===== src/rtl/fir_filter_param.sv =====
// Pipelined direct-form FIR filter: run-time loadable coefficients, valid-qualified
// samples, round-half-up scaling and saturating output. Latency 3 clocks, 1 sample/clock.
module fir_filter_param #(
  parameter int unsigned DATA_W = 10,
  parameter int unsigned COEF_W = 8,
  parameter int unsigned TAPS   = 8,
  parameter int unsigned SHIFT  = 0,
  parameter int unsigned OUT_W  = 17
) (
  input  logic                     clk_i,
  input  logic                     rst_ni,
  input  logic                     in_valid_i,
  input  logic [DATA_W-1:0]        in_data_i,
  input  logic                     coef_we_i,
  input  logic [$clog2(TAPS)-1:0]  coef_addr_i,
  input  logic [COEF_W-1:0]        coef_data_i,
  output logic                     out_valid_o,
  output logic [OUT_W-1:0]         out_data_o,
  output logic                     sat_flag_o
);

  localparam int unsigned ADDR_W  = $clog2(TAPS);
  localparam int unsigned PROD_W  = DATA_W + COEF_W;
  localparam int unsigned ACC_W   = PROD_W + ADDR_W;
  // One guard bit for the rounding add, and wide enough to hold the output range.
  localparam int unsigned EXT_W   = ((ACC_W + 1 > OUT_W) ? ACC_W + 1 : OUT_W) + 1;
  localparam int unsigned BIAS_SH = (SHIFT > 0) ? SHIFT - 1 : 0;

  localparam logic signed [EXT_W-1:0] SAT_MAX = {{(EXT_W-OUT_W+1){1'b0}}, {(OUT_W-1){1'b1}}};
  localparam logic signed [EXT_W-1:0] SAT_MIN = {{(EXT_W-OUT_W+1){1'b1}}, {(OUT_W-1){1'b0}}};
  localparam logic signed [EXT_W-1:0] ROUND_C = (SHIFT > 0) ? (EXT_W'(1) << BIAS_SH) : '0;

  logic signed [DATA_W-1:0] x_q [TAPS];
  logic signed [DATA_W-1:0] x_d [TAPS];
  logic signed [COEF_W-1:0] h_q [TAPS];
  logic signed [COEF_W-1:0] h_d [TAPS];
  logic signed [PROD_W-1:0] p_q [TAPS];
  logic signed [PROD_W-1:0] p_d [TAPS];
  logic signed [ACC_W-1:0]  acc_q, acc_d;
  logic signed [EXT_W-1:0]  r_c;
  logic                     v0_q, v1_q, v2_q, out_valid_q;
  logic [OUT_W-1:0]         out_data_q, out_data_d;
  logic                     sat_q, sat_d;

  // Delay line shifts only on accepted samples; coefficient bank write port.
  always_comb begin
    x_d = x_q;
    h_d = h_q;
    if (in_valid_i) begin
      x_d[0] = in_data_i;
      for (int k = 1; k < TAPS; k++) begin
        x_d[k] = x_q[k-1];
      end
    end
    if (coef_we_i && (32'(coef_addr_i) < TAPS)) begin
      h_d[coef_addr_i] = coef_data_i;
    end
  end

  // Multiply and accumulate stages.
  always_comb begin
    acc_d = '0;
    for (int k = 0; k < TAPS; k++) begin
      p_d[k] = PROD_W'(x_q[k]) * PROD_W'(h_q[k]);
      acc_d  = acc_d + ACC_W'(p_q[k]);
    end
  end

  // Round, shift and clip; out_data only moves on a valid result.
  always_comb begin
    r_c        = (EXT_W'(acc_q) + ROUND_C) >>> SHIFT;
    out_data_d = out_data_q;
    sat_d      = 1'b0;
    if (v2_q) begin
      if (r_c > SAT_MAX) begin
        out_data_d = {1'b0, {(OUT_W-1){1'b1}}};
        sat_d      = 1'b1;
      end else if (r_c < SAT_MIN) begin
        out_data_d = {1'b1, {(OUT_W-1){1'b0}}};
        sat_d      = 1'b1;
      end else begin
        out_data_d = r_c[OUT_W-1:0];
      end
    end
  end

  always_ff @(posedge clk_i) begin
    if (!rst_ni) begin
      for (int k = 0; k < TAPS; k++) begin
        x_q[k] <= '0;
        h_q[k] <= '0;
        p_q[k] <= '0;
      end
      acc_q       <= '0;
      v0_q        <= 1'b0;
      v1_q        <= 1'b0;
      v2_q        <= 1'b0;
      out_valid_q <= 1'b0;
      out_data_q  <= '0;
      sat_q       <= 1'b0;
    end else begin
      x_q         <= x_d;
      h_q         <= h_d;
      p_q         <= p_d;
      acc_q       <= acc_d;
      v0_q        <= in_valid_i;
      v1_q        <= v0_q;
      v2_q        <= v1_q;
      out_valid_q <= v2_q;
      out_data_q  <= out_data_d;
      sat_q       <= sat_d;
    end
  end

  assign out_valid_o = out_valid_q;
  assign out_data_o  = out_data_q;
  assign sat_flag_o  = sat_q;

endmodule


===== config.mk =====
export PLATFORM = sky130hd
export DESIGN_NAME = fir_filter_param
export DESIGN_NICKNAME = d
export VERILOG_FILES = /design/src/rtl/fir_filter_param.sv
export SDC_FILE = /design/constraint.sdc
export NUM_CORES = 2
export LEC_CHECK = 0
export ABC_AREA = 1
export CELL_PAD_IN_SITES_DETAIL_PLACEMENT = 0
export CELL_PAD_IN_SITES_GLOBAL_PLACEMENT = 2
export CORE_MARGIN = 2
export CORE_UTILIZATION = 42
export CTS_BUF_LIST = sky130_fd_sc_hd__clkbuf_16
export DETAILED_ROUTE_END_ITERATION = 8
export PLACE_DENSITY_LB_ADDON = 0.1
export SLEW_MARGIN = 20
export SYNTH_ARGS = -nofsm -noshare
export SYNTH_HDL_FRONTEND = slang
export SYNTH_SLANG_ARGS = --single-unit

===== constraint.sdc =====
create_clock -name clk_i -period 11.4 [get_ports clk_i]
set_input_delay 2.85 -clock clk_i [delete_from_list [all_inputs] [get_ports clk_i]]
set_output_delay 2.85 -clock clk_i [all_outputs]
set_load 0.02 [all_outputs]

==> out/metrics.csv <==
metric,value,unit
io_buffer_count,43,
cp-startpoint,x_q[15],
combGateArea,26470,um2
io_pins,44,
nFillCells,9761,
sequentialPower,1.36,mW
cp-start-kind,flop,
fp_nets,6242,
p_switching,1.219,mW
clockBufferDepth,3,
most_common_cell,inv_1,
clkCellAreaFrac,3.460,%
grt_pass1_wl,171.9,mm
hp-class,flop to flop,
root_buffer,clkbuf_16,
first_pass_iters,5,
initial_core_util,42.43,%
n_all_buffers,53,
final_cells,6469,
post-place-cells,6387,
crit_path_max_fanout,10,
ant_nets,0,
vias_per_cell,4.610,
hold-path-endpoint,v2_q,
comb_power_share,22.5,%
drt_iter0_markers,1733,
pg_comb,0.807,mW
layout_setup_ws,6924,ps
common_cells,"1506 x inv_1, 1084 x nand2_1, 647 x fa_1",
status,finished clean,
n_tap_cell,1254,
reg_top3,"p_q: 144 flops, x_q: 80 flops, h_q: 64 flops",
clk_pin_slew_worst_paths,60,ps
antenna_found_initial,3,
crit_type,flop to flop,
slowest_delay,760,ps
crit_required,11890,ps
report.final.slew_viol_count,0,
aoi_share,6.527,%
die_area,96760,um2
clkbuf_count,44,
top_cells_by_area,"fa_1 33%, dfxtp_1 17%, inv_1 14%, nand2_1 10%, ha_1 9.0%",
r2r-end,p_q[29],
h-tree-depth,2,
ys_sh_xor,0.8183,%
==> per-layer routing <==
| metal | vias to the layer above | GRT usage (%) | wire (um) |
|---|---|---|---|
| met5 | - | 0 | 0 |
| met1 | 14250 | 33.01 | 52080 |
| met2 | 500 | 36.22 | 47580 |
| li1 | 14990 | - | - |
| met3 | 80 | 3.053 | 5489 |
| met4 | 0 | 3.612 | 1506 |
==> placed cells by master, fill, tap and decap left out, types with 24 or more instances in the layout <==
cell,Yosys,layout
inv_1,1506,1515
clkdlybuf4s50_1,0,40
nor2_1,510,510
fa_1,647,647
dfxtp_1,331,331
o21ai_0,245,245
xnor2_1,24,24
clkbuf_16,0,44
ha_1,285,285
nand2_1,1084,1084
nand3_1,102,102
a21oi_1,192,192
met2.png
Cells faint in the background.
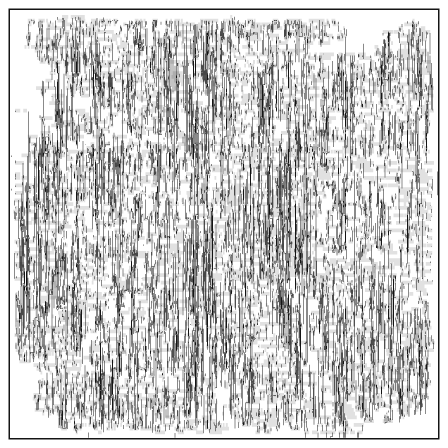
- longest straight run: 139 um
- nets with wire on the layer: 4611
- share of all routed wire: 45%
via count: 29820
wire length after detailed routing: 106.7 mm
GR Util met2: 36.22%

registers.png
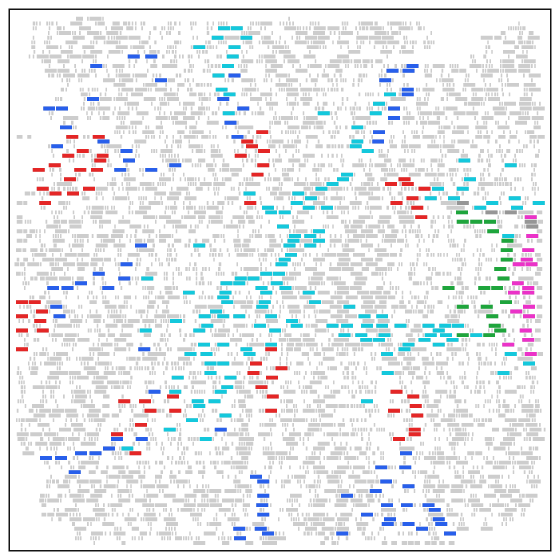
- `acc_q`: green (placed flops 21; where right middle)
- `p_q`: cyan (placed flops 144)
- `x_q`: blue (placed flops 80; where spread over the die)
- `h_q`: red (placed flops 64)
- `out_data_o`: magenta (placed flops 17; where right middle)
- not coloured: 5

met3.png
Bar = 100 um.
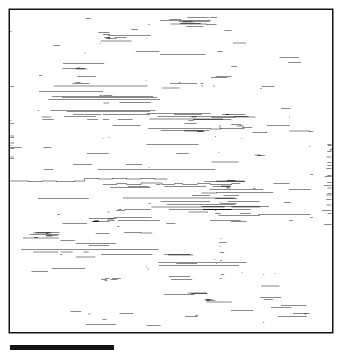
- main direction: horizontal
- wire length on this layer: 5490 um
- nets with wire on the layer: 199
- share of all routed wire: 5.1%

